layer_met1.png
Scale: 1.5 px per um. Supply wires on this layer in grey.
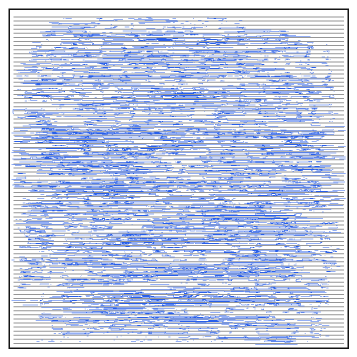
layer_met2.png
Scale: 1 px per um. Cells faint in the background.
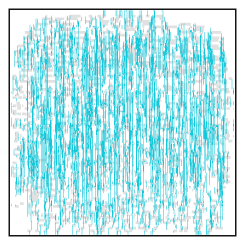
layer_met3.png
Scale: 1.5 px per um.
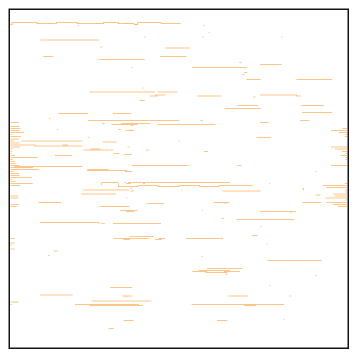
===== config.mk =====
export PLATFORM = sky130hd
export DESIGN_NAME = custom_axi_ip_mc
export DESIGN_NICKNAME = d
export VERILOG_FILES = /design/src/rtl/custom_axi_ip_pkg.sv /design/src/rtl/custom_axi_ip_mc_alu.sv /design/src/rtl/custom_axi_ip_mc.sv
export SDC_FILE = /design/constraint.sdc
export NUM_CORES = 1
export LEC_CHECK = 0
export ABC_AREA = 1
export CELL_PAD_IN_SITES_DETAIL_PLACEMENT = 1
export CELL_PAD_IN_SITES_GLOBAL_PLACEMENT = 2
export CORE_MARGIN = 2
export CORE_UTILIZATION = 30
export CTS_CLUSTER_DIAMETER = 200
export DETAILED_ROUTE_END_ITERATION = 8
export GPL_TIMING_DRIVEN = 0
export PLACE_DENSITY_LB_ADDON = 0.05
export SYNTH_ARGS = -nofsm -noshare
export SYNTH_HDL_FRONTEND = slang
export SYNTH_SLANG_ARGS = --single-unit

===== constraint.sdc =====
create_clock -name clk_i -period 3.9 [get_ports clk_i]
set_input_delay 0.78 -clock clk_i [delete_from_list [all_inputs] [get_ports clk_i]]
set_output_delay 0.78 -clock clk_i [all_outputs]
set_load 0.03 [all_outputs]

===== src/rtl/custom_axi_ip_pkg.sv =====
// Shared types for the custom AXI IP family: FSM status encoding, opcodes and
// the channel-index width helper.
package custom_axi_ip_pkg;

    typedef enum logic [1:0] {
        IDLE  = 2'd0,
        BUSY  = 2'd1,
        DONE  = 2'd2,
        ERROR = 2'd3
    } status_e;

    typedef enum logic [1:0] {
        OP_INC  = 2'd0,
        OP_ADD  = 2'd1,
        OP_ACC  = 2'd2,
        OP_RSVD = 2'd3
    } op_e;

    // A single-channel build still needs a one-bit channel select.
    function automatic int ch_width(input int n);
        return (n > 1) ? $clog2(n) : 1;
    endfunction

endpackage


===== src/rtl/custom_axi_ip_mc_alu.sv =====
// Combinational adder returning sum and carry-out. With CUSTOM_AXI_IP_SAT_EN
// defined the sum clamps to all-ones on carry; otherwise it wraps.
module custom_axi_ip_mc_alu #(
    parameter int DATA_WIDTH = 32
) (
    input  logic [DATA_WIDTH-1:0] a,
    input  logic [DATA_WIDTH-1:0] b,
    output logic [DATA_WIDTH-1:0] sum,
    output logic                  carry
);

    logic [DATA_WIDTH:0] full;

    assign full  = {1'b0, a} + {1'b0, b};
    assign carry = full[DATA_WIDTH];

`ifdef CUSTOM_AXI_IP_SAT_EN
    assign sum = full[DATA_WIDTH] ? {DATA_WIDTH{1'b1}} : full[DATA_WIDTH-1:0];
`else
    assign sum = full[DATA_WIDTH-1:0];
`endif

endmodule


===== src/rtl/custom_axi_ip_mc.sv =====
// Multi-channel iterative add/increment/accumulate engine with per-channel
// accumulators and sticky overflow flags. Saturation via CUSTOM_AXI_IP_SAT_EN.
module custom_axi_ip_mc
    import custom_axi_ip_pkg::*;
#(
    parameter int  DATA_WIDTH = 32,
    parameter int  NUM_CH     = 4,
    parameter int  ITER_W     = 8,
    localparam int CH_W       = ch_width(NUM_CH)
) (
    input  logic                  clk_i,
    input  logic                  rst_i,
    input  logic                  start_i,
    input  logic [CH_W-1:0]       ch_sel_i,
    input  logic [1:0]            op_i,
    input  logic [DATA_WIDTH-1:0] operand_i,
    input  logic [DATA_WIDTH-1:0] step_i,
    input  logic [ITER_W-1:0]     iter_i,
    input  logic [NUM_CH-1:0]     clr_ovf_i,
    output logic                  ready_o,
    output logic                  wen_o,
    output logic [CH_W-1:0]       ch_o,
    output logic [DATA_WIDTH-1:0] result_o,
    output status_e               status_o,
    output logic [NUM_CH-1:0]     ovf_o
);

    // Handshake: a command is taken on a rising edge where start_i=1 and
    // ready_o=1; start_i at any other time is dropped, never queued.

    status_e               state_q, state_d;
    op_e                   op_in, op_q;
    logic [CH_W-1:0]       ch_q;
    logic [DATA_WIDTH-1:0] operand_q, step_q, work_q, result_q;
    logic [ITER_W-1:0]     cnt_q;
    logic [NUM_CH-1:0]     ovf_q, ovf_set;
    logic [DATA_WIDTH-1:0] acc_q [NUM_CH];

    logic                  ch_ok, cmd_err;
    logic [DATA_WIDTH-1:0] acc_rd, init_val, alu_b, alu_sum;
    logic                  alu_carry;

    assign op_in    = op_e'(op_i);
    assign ch_ok    = ({1'b0, ch_sel_i} < (CH_W+1)'(NUM_CH));
    assign cmd_err  = (op_in == OP_RSVD) || !ch_ok;
    assign acc_rd   = ch_ok ? acc_q[ch_sel_i] : '0;
    assign init_val = (op_in == OP_ACC) ? acc_rd : operand_i;

    always_comb begin
        alu_b = operand_q;
        case (op_q)
            OP_INC:  alu_b = DATA_WIDTH'(1);
            OP_ADD:  alu_b = step_q;
            default: alu_b = operand_q;
        endcase
    end

    custom_axi_ip_mc_alu #(.DATA_WIDTH(DATA_WIDTH)) u_alu (
        .a     (work_q),
        .b     (alu_b),
        .sum   (alu_sum),
        .carry (alu_carry)
    );

    always_comb begin
        state_d = state_q;
        case (state_q)
            IDLE: begin
                if (start_i) begin
                    if (cmd_err)             state_d = ERROR;
                    else if (iter_i == '0)   state_d = DONE;
                    else                     state_d = BUSY;
                end
            end
            BUSY:    if (cnt_q == ITER_W'(1)) state_d = DONE;
            DONE:    state_d = IDLE;
            ERROR:   state_d = IDLE;
            default: state_d = IDLE;
        endcase
    end

    always_comb begin
        ovf_set = '0;
        if (state_q == BUSY && alu_carry) ovf_set[ch_q] = 1'b1;
    end

    always_ff @(posedge clk_i) begin
        if (rst_i) state_q <= IDLE;
        else       state_q <= state_d;
    end

    always_ff @(posedge clk_i) begin
        if (rst_i) begin
            op_q      <= OP_INC;
            ch_q      <= '0;
            operand_q <= '0;
            step_q    <= '0;
            work_q    <= '0;
            result_q  <= '0;
            cnt_q     <= '0;
            ovf_q     <= '0;
            for (int c = 0; c < NUM_CH; c++) acc_q[c] <= '0;
        end else begin
            // Set is ORed in after the clear so a same-edge carry wins.
            ovf_q <= (ovf_q & ~clr_ovf_i) | ovf_set;
            if (state_q == IDLE && start_i) begin
                op_q      <= op_in;
                ch_q      <= ch_sel_i;
                operand_q <= operand_i;
                step_q    <= step_i;
                cnt_q     <= iter_i;
                work_q    <= init_val;
                if (state_d == DONE) result_q <= init_val;
            end
            if (state_q == BUSY) begin
                work_q <= alu_sum;
                cnt_q  <= cnt_q - ITER_W'(1);
                if (cnt_q == ITER_W'(1)) begin
                    result_q <= alu_sum;
                    if (op_q == OP_ACC) acc_q[ch_q] <= alu_sum;
                end
            end
        end
    end

    assign ready_o  = (state_q == IDLE) && !rst_i;
    assign wen_o    = (state_q == DONE);
    assign ch_o     = ch_q;
    assign result_o = result_q;
    assign status_o = state_q;
    assign ovf_o    = ovf_q;

endmodule

==> impl_metrics.csv <==
group,metric,value,unit
run_status,status,"complete, no violations",
worst_setup_path,cp_common_cell,"nand2_1",
final_layout,lay_top_cells,"nand2_1 (478), nor2_1 (401), inv_1 (198)",
logic_synthesis,synthArstFlopShare,0,
power,maxPowerGroup,"sequential cells",
route,routedLengthMet1,28550,um
worst_setup_path,reg2reg_slack,240,ps
route,top_layer_used,"met4",
grt,grt-ovfl-total,0,
sta,rsz0062_at_grt,"false",
route,drt_iter0_markers,844,
grt,grt_pass1_wl,92240,um
clock_network,ctsRootBufferMaster,"clkbuf_16",
logic_synthesis,synth.distinct_cells,39,
clock_network,cts_resized,0,
hold_path,hold_path_end,"step_q[1]$_SDFFE_PP0P_",
power,seq_power_share,0.417,
power,power,7.887,mW
worst_setup_path,critPathMaxStageDelay,500,ps
worst_setup_path,critPathCapture,"acc_q[2][21]$_SDFFCE_PN0P_",
route,dr_wl_met3,2300,um
clock_network,clk_pin_slew,60,ps
clock_network,htreeDepth,2,
grt,grtUsageTotal,0.2496,
final_layout,drive_above_1_share,0.05235,
sta,finClkSkew,19.17,ps
floorplanning,pin_count,125,
final_layout,comb_area,6668,um2
route,detail_route.vias_per_cell,4.958,
worst_setup_path,worstPathArrival,3960,ps
worst_setup_path,r2r-start,"op_q[0]$_SDFFE_PP0P_",
clock_network,hold_buffers,0,
worst_setup_path,path_class,"reg2reg",
final_layout,fillers,5938,
floorplanning,fp.dieW,225.0,um
logic_synthesis,syn_avg_cell_area,7.224,um2
floorplanning,core_area,47950,um2
route,num_vias,14040,
final_layout,antenna_cells,0,
power,comb-power,1.40,mW
job,drv_cap,0,
power,vdd_drop_max,0.0002229,V
clock_network,post_cts_buffers,0,
clock_network,cts_max_path_buffers,3,
worst_setup_path,critical_path_buf_inv_count,2,
final_layout,finalNetCount,2309,
worst_setup_path,critPathCaptureType,"register",
route,drtPass1Iterations,5,
final_layout,layout_top_cell,"nand2_1",
hold_path,whs_path_depth,2,
logic_synthesis,synth_area,14650,um2
route,wl_met2,29680,um
floorplanning,die-area,50620,um2
sta,tightestPinTransition,1081,ps
final_layout,seq_area,6766,um2
worst_setup_path,path_max_fanout,10,
placed_design,placedInstanceArea,16730,um2
power,power_leakage,7.588,nW
logic_synthesis,ys_cells,2028,
final_layout,area_growth,21.75,%
worst_setup_path,reg2regPathDepth,14,
sta,setup_viol,0,
logic_synthesis,ys.warnings.count,0,
worst_setup_path,worstPathCellList,"clkbuf_1 > clkbuf_1 > nand3_1 > nand2_1 > ha_1 > or2_1 > nand3b_1 > nand2_1 > nand2_1 > nand2_1 > nand2_1 > nand3_1 > nand2_1 > nor2_1",
placed_design,dp_hpwl,49890,um
power,p_per_area,442.2,nW/um2
route,wl_per_cell,22.08,um
hold_path,hp-start,"step_q[1]$_SDFFE_PP0P_",
clock_network,clock_sinks,274,
floorplanning,dieHeight,225.0,um
placed_design,finalWeightedCongestion,0.8901,
floorplanning,rows,80,
worst_setup_path,r2r-end,"acc_q[2][21]$_SDFFCE_PN0P_",
power,p_int,5.488,mW
power,swShare,0.3042,
sta,hold_viol_final,0,
grt,grt_max_degree,33,
-- layer_met1.png (at the start) --
2191 nets have wire on it. The longest straight run is 112 um. The layer holds 46% of the routed length. The layer carries 28.5 mm of wire. The wires run mostly horizontal.
Post-Route WL: 62510 um
met1 usage: 0.3302

-- layer_met2.png (at the start) --
The wires run mostly vertical. The layer carries 29.7 mm of wire. The layer holds 47% of the routed length.

-- layer_met3.png (at the start) --
The layer holds 3.7% of the routed length. The longest straight run is 67.6 um. The wires run mostly horizontal. 144 nets have wire on it.

## cells by family (layout without fill, tap and decap cells)
group	Yosys count	after routing	synth area share
AOI/OAI and AO/OA	375	375	0.1361
xor gates and xnor gates	14	14	0.009394
adders and majority gates	35	35	0.03040
buffers and inverters	313	501	0.08464
DFF	274	274	0.4619
and+or+nand+nor	1017	1017	0.2776
## synth_stat cells (13+ instances only)
cell type  number  area, um2
inv_1         198      743.2
o21ai_0       138      690.7
o21ai_1        84      420.4
edfxtp_1      128       3844
nand2_1       481       1805
a21oi_1        94      470.5
buf_2          22      110.1
buf_1          13      48.80
a31oi_1        14      87.58
dfxtp_1       146       2923
nor2_1        401       1505
inv_2          14      52.55
ha_1           34      425.4
o211ai_1       27      202.7
nand3_1        88      440.4
clkbuf_1       56      210.2
## stage by stage
step	worst slack, ps	hold WS [ps]	utilization	setup TNS (ps)	std cells
after floorplan	67.02	430.2	-	0	2028
after detailed placement	-497.0	449.4	0.3489	-23930	2769
final	237.5	460.6	0.3720	0	2831
after CTS	74.93	458.4	0.3719	0	2831
after global routing	53.45	472.4	0.3720	0	2831
after global placement	-2307	445.8	0.3473	-167340	2766
## registers in the layout, summed over array words and instances, names as in the netlist
register	flops
ch_o	2
status_o	2
operand_q	32
op_q	2
result_o	32
step_q	32
acc_q	128
work_q	32
ovf_o	4
cnt_q	8
## cell type report
| type | count | share of cell area |
|---|---|---|
| plain buffers | 101 | 0.02490 |
| clock buffers | 51 | 0.05535 |
| clock inverters | 11 | 0.006453 |
| inverters | 212 | 0.04461 |
| multi-input cells | 1441 | 0.3738 |
| flip-flops and latches | 274 | 0.3793 |
| well taps | 615 | 0.04314 |
| repair buffers | 126 | 0.07239 |
Power is estimated from default activity; no workload was simulated.
